$ cat src/rtl/sdram_port_arbiter.sv
// sdram_port_arbiter
// Shares one SDRAM command port between the scanline prefetch reader (port 0)
// and the frame loader/writer (port 1). Issues one-cycle commands, keeps a tag
// FIFO of issued reads and routes in-order read returns back to their issuer.

module sdram_port_arbiter #(
    parameter int unsigned MAX_OUTSTANDING = 4,
    parameter int unsigned BURST_MAX       = 8
) (
    input  logic                                   buffClk,
    input  logic                                   reset,

    input  logic                                   p0_req,
    input  logic                                   p0_we,
    input  logic [23:0]                            p0_addr,
    input  logic [15:0]                            p0_wdata,
    input  logic                                   p0_urgent,
    output logic                                   p0_gnt,
    output logic                                   p0_rvalid,
    output logic [15:0]                            p0_rdata,

    input  logic                                   p1_req,
    input  logic                                   p1_we,
    input  logic [23:0]                            p1_addr,
    input  logic [15:0]                            p1_wdata,
    output logic                                   p1_gnt,
    output logic                                   p1_rvalid,
    output logic [15:0]                            p1_rdata,

    input  logic                                   busy,
    output logic [23:0]                            address,
    output logic                                   write,
    output logic [15:0]                            dataOut,
    output logic                                   read,
    input  logic [15:0]                            dataIn,
    input  logic                                   readReady,

    output logic [$clog2(MAX_OUTSTANDING+1)-1:0]   outstanding,
    output logic                                   orphan_err
);

    localparam int unsigned OW = $clog2(MAX_OUTSTANDING + 1);
    localparam int unsigned PW = (MAX_OUTSTANDING > 1) ? $clog2(MAX_OUTSTANDING) : 1;
    localparam int unsigned BW = $clog2(BURST_MAX + 1);

    localparam logic [OW-1:0] FULL_COUNT = OW'(MAX_OUTSTANDING);
    localparam logic [PW-1:0] LAST_SLOT  = PW'(MAX_OUTSTANDING - 1);
    localparam logic [BW-1:0] BURST_LIM  = BW'(BURST_MAX);

    typedef enum logic {
        ARB   = 1'b0,
        ISSUE = 1'b1
    } stateT;

    stateT          state;
    stateT          stateNext;

    logic           winPort;
    logic           winWe;
    logic           lastGnt;
    logic [BW-1:0]  burstCnt;

    logic           tagMem [MAX_OUTSTANDING];
    logic [PW-1:0]  rdPtr;
    logic [PW-1:0]  wrPtr;
    logic [OW-1:0]  tagCount;

    logic           fifoFull;
    logic           fifoEmpty;
    logic           elig0;
    logic           elig1;
    logic           grant;
    logic           grantPort;
    logic           push;
    logic           pop;
    logic           headId;

    function automatic logic [PW-1:0] ptrInc(input logic [PW-1:0] p);
        return (p == LAST_SLOT) ? '0 : p + 1'b1;
    endfunction

    // Eligibility and winner selection among the requesting ports.
    always_comb begin
        fifoFull  = (tagCount == FULL_COUNT);
        fifoEmpty = (tagCount == '0);
        elig0     = p0_req & (p0_we | ~fifoFull);
        elig1     = p1_req & (p1_we | ~fifoFull);
        grantPort = 1'b0;
        if (p0_urgent & elig0) begin
            grantPort = 1'b0;
        end else if (elig0 & ~elig1) begin
            grantPort = 1'b0;
        end else if (elig1 & ~elig0) begin
            grantPort = 1'b1;
        end else if (burstCnt == BURST_LIM) begin
            // An exhausted burst hands over to the other port; with both
            // eligible this coincides with the round-robin choice below.
            grantPort = ~lastGnt;
        end else begin
            grantPort = ~lastGnt;
        end
    end

    // Next-state and command strobes: ARB picks a winner, ISSUE lasts one cycle.
    always_comb begin
        stateNext = state;
        grant     = 1'b0;
        write     = 1'b0;
        read      = 1'b0;
        p0_gnt    = 1'b0;
        p1_gnt    = 1'b0;
        push      = 1'b0;
        case (state)
            ARB: begin
                if (~busy & (elig0 | elig1)) begin
                    grant     = 1'b1;
                    stateNext = ISSUE;
                end
            end
            ISSUE: begin
                write     = winWe;
                read      = ~winWe;
                p0_gnt    = ~winPort;
                p1_gnt    = winPort;
                push      = ~winWe;
                stateNext = ARB;
            end
            default: stateNext = ARB;
        endcase
    end

    // State register.
    always_ff @(posedge buffClk) begin
        if (reset) begin
            state <= ARB;
        end else begin
            state <= stateNext;
        end
    end

    // Latch the winner's command when it is granted; held until the next grant.
    always_ff @(posedge buffClk) begin
        if (reset) begin
            winPort <= 1'b0;
            winWe   <= 1'b0;
            address <= '0;
            dataOut <= '0;
        end else if (grant) begin
            winPort <= grantPort;
            winWe   <= grantPort ? p1_we    : p0_we;
            address <= grantPort ? p1_addr  : p0_addr;
            dataOut <= grantPort ? p1_wdata : p0_wdata;
        end
    end

    // Last-granted port and saturating burst count.
    always_ff @(posedge buffClk) begin
        if (reset) begin
            lastGnt  <= 1'b1;
            burstCnt <= '0;
        end else if (grant) begin
            lastGnt <= grantPort;
            if (grantPort == lastGnt) begin
                if (burstCnt != BURST_LIM) begin
                    burstCnt <= burstCnt + 1'b1;
                end
            end else begin
                burstCnt <= BW'(1);
            end
        end else if (lastGnt ? ~p0_req : ~p1_req) begin
            burstCnt <= '0;
        end
    end

    assign pop    = readReady & ~fifoEmpty;
    assign headId = tagMem[rdPtr];

    // Return-tag FIFO: push on read issue, pop on read return, both may coincide.
    always_ff @(posedge buffClk) begin
        if (reset) begin
            rdPtr    <= '0;
            wrPtr    <= '0;
            tagCount <= '0;
            for (int unsigned i = 0; i < MAX_OUTSTANDING; i++) begin
                tagMem[i] <= 1'b0;
            end
        end else begin
            if (push) begin
                tagMem[wrPtr] <= winPort;
                wrPtr         <= ptrInc(wrPtr);
            end
            if (pop) begin
                rdPtr <= ptrInc(rdPtr);
            end
            case ({push, pop})
                2'b10:   tagCount <= tagCount + 1'b1;
                2'b01:   tagCount <= tagCount - 1'b1;
                default: tagCount <= tagCount;
            endcase
        end
    end

    assign outstanding = tagCount;

    // Registered return routing to the issuing port; sticky orphan flag.
    always_ff @(posedge buffClk) begin
        if (reset) begin
            p0_rvalid  <= 1'b0;
            p1_rvalid  <= 1'b0;
            p0_rdata   <= '0;
            p1_rdata   <= '0;
            orphan_err <= 1'b0;
        end else begin
            p0_rvalid <= pop & ~headId;
            p1_rvalid <= pop & headId;
            if (pop & ~headId) begin
                p0_rdata <= dataIn;
            end
            if (pop & headId) begin
                p1_rdata <= dataIn;
            end
            if (readReady & fifoEmpty) begin
                orphan_err <= 1'b1;
            end
        end
    end

endmodule
$ cat config.mk
export PLATFORM = sky130hd
export DESIGN_NAME = sdram_port_arbiter
export DESIGN_NICKNAME = d
export VERILOG_FILES = /design/src/rtl/sdram_port_arbiter.sv
export SDC_FILE = /design/constraint.sdc
export NUM_CORES = 1
export LEC_CHECK = 0
export CORE_MARGIN = 1
export CORE_UTILIZATION = 25
export DETAILED_ROUTE_END_ITERATION = 8
export PLACE_DENSITY_LB_ADDON = 0.2
export SLEW_MARGIN = 0
export SYNTH_ARGS = -nofsm -noshare
export SYNTH_HDL_FRONTEND = slang
export SYNTH_SLANG_ARGS = --single-unit
export TNS_END_PERCENT = 5
$ cat constraint.sdc
create_clock -name buffClk -period 2.2 [get_ports buffClk]
set_input_delay 0.33 -clock buffClk [delete_from_list [all_inputs] [get_ports buffClk]]
set_output_delay 0.33 -clock buffClk [all_outputs]
set_load 0.1 [all_outputs]
Run 1, routed clock nets over the placement:
Drawn at 4 px/um.
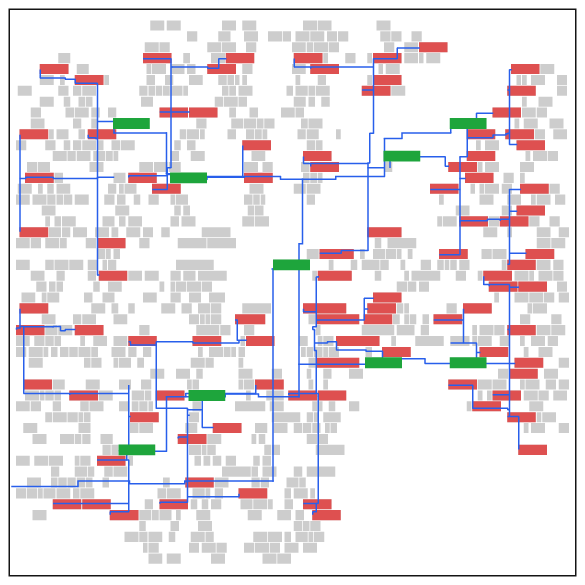
- green: clock drivers (count 9)
- blue: clock wires (length 1,410 um)
- red: flip-flops (count 92)
- routed clock nets: 10
clk latency late pin: 0.35 ns
Clock Skews: 0.006252 ns

Run 1, power grid:
Drawn at 3 px/um. Pins as bars on the die edge.
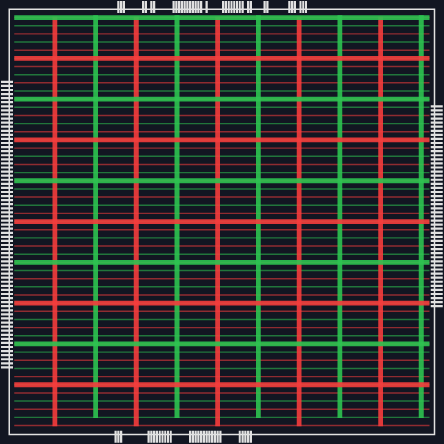
- red: VSS
- green: VDD
- met4 straps: 10
- met5 straps: 10
- signal pins: 187
- rows: 50
peak supply drop: 0.0004072 V
Chip Height: 141.2 um

Run 1, placement density heat map:
Drawn at 2 px/um. The die is cut into 14 by 14 equal tiles; white is low, dark blue is high, 0 to 100% covered.
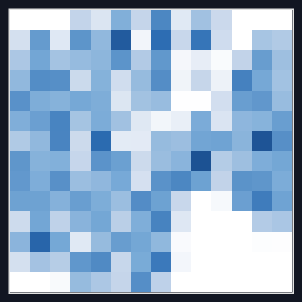
- fullest tile: 86%
- tiles over 75% full: 3.1%
- emptiest ninth of the die: bottom right
- mean over tiles: 35%
- nearly empty tiles: 16%

==> results.sh, run 1 <==
# physical design summary
export IMPL_status="finished, final reports clean"
export IMPL_path_delay_family="simple AND/OR/NAND/NOR gates"
export IMPL_cts_buffers=9
export IMPL_wl_met3_mm=1.480
export IMPL_num_rows=50
export IMPL_syn_area_um2=4847
export IMPL_ctsHoldBuffers=0
export IMPL_routed_top_layer="met4"
export IMPL_hp_class="flop to flop"
export IMPL_endpoint_kind="flop"
export IMPL_synth_nets=672
export IMPL_setup_violations_final=0
export IMPL_max_cap_violations=0
export IMPL_cts_tree="built"
export IMPL_met2_usage_pct=27.41
export IMPL_p_clk_share_pct=24.2
export IMPL_tns_ns=0
export IMPL_lay_top_count="clkdlybuf4s50_1"
export IMPL_final_cell_count_no_fill=1009
export IMPL_timing_final_hold_violations=0
export IMPL_viasPerCell=4.728
export IMPL_crit_buf_inv=1
export IMPL_clockBufferDepth=2
export IMPL_dieWidth_um=141.2
export IMPL_wl_met1_mm=6.463
export IMPL_num_fill_cells=1899
export IMPL_holdWs_ns=0.4612
export IMPL_grt_max_degree=43
export IMPL_rr_startpoint="outstanding[0]"
export IMPL_yosys_area_um2=4847
export IMPL_post_dp_hpwl_mm=11.07
-- run 1: logic make-up after synthesis --
family	after synthesis	share of synthesized area (%)
compound gates	143	18.82
xor+xnor	2	0.3614
fa+ha+maj	4	1.188
buf+inv	93	8.105
flops	92	38.82
mux	74	15.54
simple gates	155	17.17
-- run 1: layout make-up --
type	instances	area, um^2	area share [%]
repair buffers	213	1997	27.37
well taps	260	325.3	4.458
inverters	50	187.7	2.572
multi-input cells	378	2609	35.75
flip-flops and latches	92	1894	25.96
clock buffers	10	239.0	3.275
clock inverters	6	45.04	0.6173
-- run 1: synthesized netlist by cell type --
library cell   n  area [um^2]
nor2_2         1        6.260
a21oi_1       49        245.2
o21ai_0       44        220.2
nor4_1         1        6.260
ha_1           3        37.54
o311ai_2       1        16.27
mux4_2         1        22.52
nor4b_1        1        8.760
buf_6          5        56.30
a2bb2oi_1      1        8.760
nor2b_1        1        6.260
o211ai_1       1        7.510
clkbuf_1      35        131.4
nor2_1        47        176.4
nor3b_1        1        7.510
nand2b_1      41        256.5
dfxtp_1       88         1762
buf_4          1        7.510
and2_4         1        8.760
or4b_1         1        10.01
mux2i_1       73        730.7
nand2_2        1        6.260
xor2_1         2        17.52
edfxtp_1       4        120.1
o32ai_2        1        16.27
a22oi_1        1        7.510
o32ai_1       40        350.3
buf_2          2        10.01
inv_1         50        187.7
and2_1         2        12.51
or3_1          2        12.51
o31ai_1        4        30.03
a311o_1        1        10.01
nand2_1        9        33.78
or2_2         40        250.2
nor3_1         6        30.03
fa_1           1        20.02
-- run 1: registers in the layout, summed over array words and instances, names as in the netlist, named ones only --
register	cells
address	24
dataOut	16
lastGnt	1
orphan_err	1
outstanding	3
p0_rdata	16
p0_rvalid	1
p1_rdata	16
p1_rvalid	1
rdPtr	2
state	1
tagMem	4
winPort	1
winWe	1
wrPtr	2
Run 1, routing congestion:
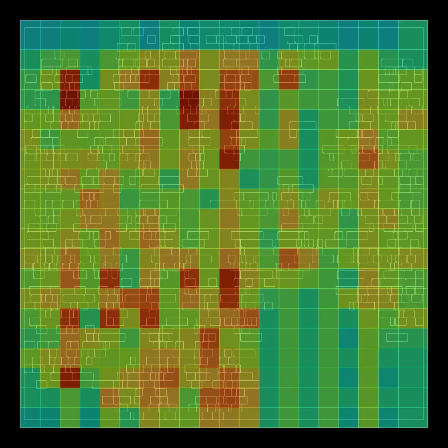

==> inputs of run 2 (changes only) <==
CTS_BUF_LIST = sky130_fd_sc_hd__clkbuf_8   (was not set)
Run 2, routing congestion:
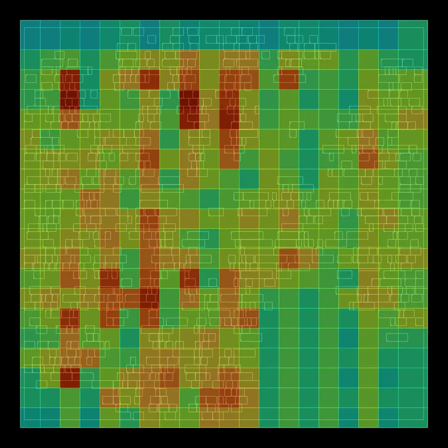
Core Util, Final: 38.21%
GR Layer Usage met1: 17.18%

Run 2, metal 4:
Drawn at 3 px/um.
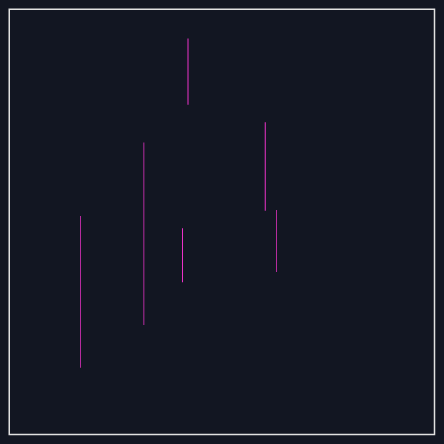
- wire length on this layer: 200 um
- main direction: vertical
- longest straight run: 60.5 um
Detailed Route WL: 15.49 mm
Vias: 4,744

==> results.sh, run 2 <==
# physical design summary
export IMPL_status="finished, final reports clean"
export IMPL_rr_startpoint="outstanding[0]"
export IMPL_synth_edff_count=4
export IMPL_dieWidth_um=141.2
export IMPL_setup_violations_final=0
export IMPL_max_cap_violations=0
export IMPL_r2r_setup_slack_ns=0.24
export IMPL_synth_top_cell_by_area="dfxtp_1"
export IMPL_fp_dieH_um=141.2
export IMPL_crit_buf_inv=1
export IMPL_crit_path_start_kind="flop"
export IMPL_synth_nets=672
export IMPL_max_flop_register="address"
export IMPL_timing_final_hold_violations=0
export IMPL_path_delay_family="simple AND/OR/NAND/NOR gates"
export IMPL_syn_area_um2=4847
export IMPL_max_freq_mhz=509.8
export IMPL_clock_latency_ns=0.38
export IMPL_yosys_area_um2=4847
export IMPL_lay_top_count="clkdlybuf4s50_1"
export IMPL_topCellsByArea="dfxtp_1 (36%), mux2i_1 (15%), o32ai_1 (7.2%), nand2b_1 (5.3%), or2_2 (5.2%)"
export IMPL_netlist_top_cells_count="dfxtp_1 (88), mux2i_1 (73), inv_1 (50), a21oi_1 (49), nor2_1 (47)"
export IMPL_num_fill_cells=1909
export IMPL_grt_overflow_total=0
export IMPL_hp_class="flop to flop"
export IMPL_final_cell_count_no_fill=1009
export IMPL_cts_buffers=9
export IMPL_grt_pass1_vias=4891
export IMPL_grt_max_degree=43
export IMPL_clockBufferDepth=2
export IMPL_grt_pass1_wl_mm=24.45
export IMPL_async_flop_share_pct=0
export IMPL_cts_tree="built"
export IMPL_final_seq_area_um2=1894
export IMPL_vdd_drop_max_v=0.0002802
export IMPL_comb_area_um2=2609
export IMPL_gp_congestion=0.7659
export IMPL_endpoint_kind="flop"
export IMPL_num_rows=50
export IMPL_ff_type="dfxtp_1"
run 2: cell counts after synthesis:
No cell type changed its count.
run 2: report_power, final:
group | switching (W) | internal, W
Sequential | 0.000151 | 0.00187
Clock | 0.000654 | 0.000451
Combinational | 0.00185 | 0.000867
Total | 0.00265 | 0.00319
run 2: how the worst max path moves through the flow:
stage                         from              to
floorplan           outstanding[2]  outstanding[2]
global placement             p0_we      dataOut[9]
detailed placement           p0_we     address[10]
CTS                 outstanding[0]     address[10]
global route        outstanding[0]     address[12]
finish              outstanding[0]     address[10]
run 2: tightest hold or removal path: cells and delay by family, from the launching register on:
kind	cells	cell delay [ns]
flops	1	0.32
buf+inv	1	0.05
compound gates	1	0.05
run 2: cells by family after synthesis:
logic type,synth area share [%]
compound gates,18.82
flops,38.82
fa+ha+maj,1.188
buf+inv,8.105
xor+xnor,0.3614
mux,15.54
simple gates,17.17
run 2: per-layer routing:
layer / share of wire, % / vias to the layer above / global-route usage [%] / wire length, um
met5: 0 / - / 0 / 0
met4: 1.3 / 0 / 4.977 / 199
met3: 8.6 / 14 / 6.352 / 1325
met2: 48 / 157 / 27.31 / 7432
met1: 42 / 2260 / 17.18 / 6530
li1: - / 2313 / - / -
run 2: through the flow:
step	total power [W]	setup WS (ns)	setup TNS, ns
3_5_place_dp	0.004789	-0.1052	-2.450
4_1_cts	0.005937	0.2185	0
5_1_grt	0.006136	0.1161	0
3_3_place_gp	0.004741	-0.04099	-0.1360
2_1_floorplan	0.003961	0.009225	0
6_report	0.005841	0.2385	0
run 2: layout make-up:
class | count | area share, %
multi-input cells | 378 | 36.25
repair buffers | 213 | 27.75
flip-flops and latches | 92 | 26.33
well taps | 260 | 4.521
inverters | 50 | 2.608
clock buffers | 10 | 1.913
clock inverters | 6 | 0.6260
==> inputs of run 3 (changes only) <==
CTS_CLUSTER_DIAMETER = 100   (was not set)
Run 3, power grid:
Drawn at 3 px/um. Pins as bars on the die edge.
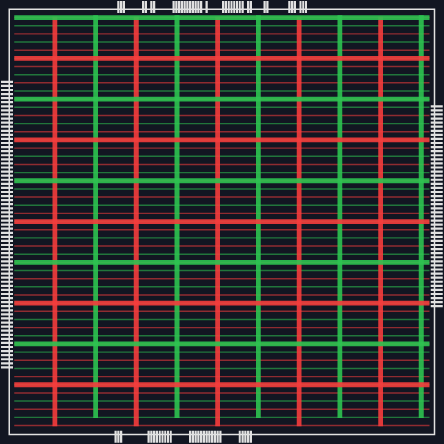
- green: VDD
- red: VSS
- signal pins: 187
- met1 rails: 51
- met5 straps: 10
- rows: 50
- met4 straps: 10

Run 3, metal 4:
Drawn at 3 px/um.
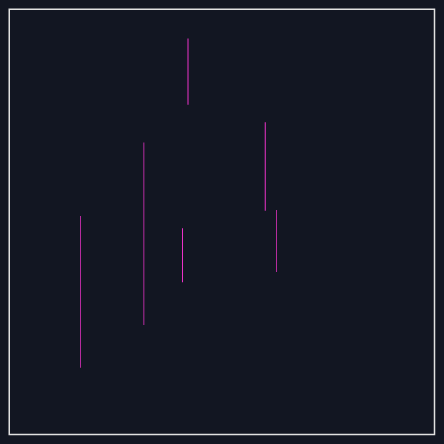
- share of all routed wire: 1.3%
- longest straight run: 60.5 um
- main direction: vertical
- nets with wire on the layer: 4
- wire length on this layer: 200 um

==> results.sh, run 3 <==
# physical design summary
export IMPL_status="finished, final reports clean"
export IMPL_clockBufferDepth=2
export IMPL_simple_gate_area_share_pct=17.17
export IMPL_yosys_area_um2=4847
export IMPL_max_cap_violations=0
export IMPL_grt_max_degree=43
export IMPL_grt_pass1_vias=4891
export IMPL_fp_dieH_um=141.2
export IMPL_max_freq_mhz=509.8
export IMPL_totalWireLength_mm=15.49
export IMPL_synth_top_cell_by_area="dfxtp_1"
export IMPL_use_met3_pct=6.352
export IMPL_vias=4744
export IMPL_ys_sh_xor_pct=0.3614
export IMPL_num_rows=50
export IMPL_topCellsByArea="dfxtp_1 (36%), mux2i_1 (15%), o32ai_1 (7.2%), nand2b_1 (5.3%), or2_2 (5.2%)"
export IMPL_grt_pass1_wl_mm=24.45
export IMPL_endpoint_kind="flop"
export IMPL_rr_startpoint="outstanding[0]"
export IMPL_gp_congestion=0.7659
export IMPL_final_util_pct=38.21
export IMPL_setup_ws_ns=0.2385
export IMPL_top_usage_layer="met2"
run 3: through the flow:
step / setup TNS [ns] / total power, W
floorplan: 0 / 0.003961
global placement: -0.1360 / 0.004741
detailed placement: -2.450 / 0.004789
CTS: 0 / 0.005937
global route: 0 / 0.006136
finish: 0 / 0.005841
run 3: cells by family (layout without fill, tap and decap cells):
group,count (synthesis),in the layout
flops,92,92
mux,74,74
fa+ha+maj,4,4
compound gates,143,143
buf+inv,93,279
xor+xnor,2,2
simple gates,155,155
run 3: layout make-up:
cell class,count,area (um^2),area share (%)
Multi-Input combinational cell,378,2609,36.25
Clock inverter,6,45.04,0.6260
Timing Repair Buffer,213,1997,27.75
Tap cell,260,325.3,4.521
Clock buffer,10,137.6,1.913
Inverter,50,187.7,2.608
Sequential cell,92,1894,26.33
run 3: how the worst max path moves through the flow:
| stage | to | slack, ns | cells past startpoint |
|---|---|---|---|
| after floorplan | outstanding[2] | 0.009 | 8 |
| after global placement | dataOut[9] | -0.04 | 6 |
| after detailed placement | address[10] | -0.11 | 6 |
| after CTS | address[10] | 0.22 | 5 |
| after global routing | address[12] | 0.12 | 5 |
| final | address[10] | 0.24 | 5 |
run 3: report_power, final:
part	switching, W	internal [W]
clock	0.000654	0.000451
combinational	0.00185	0.000867
sequential	0.000151	0.00187
total	0.00265	0.00319
run 3: per-layer routing:
layer / wire, um / vias up / share of wire [%]
met3: 1325 / 14 / 8.6
li1: - / 2313 / -
met4: 199 / 0 / 1.3
met1: 6530 / 2260 / 42
met5: 0 / - / 0
met2: 7432 / 157 / 48
run 3: tightest hold or removal path: cells and delay by family, from the launching register on:
kind                   cells  cell delay, ns
flip-flops                 1            0.32
buffers and inverters      1            0.05
AND-OR/OR-AND              1            0.05
Power figures rest on the tool's default switching activity, not on a simulated workload.
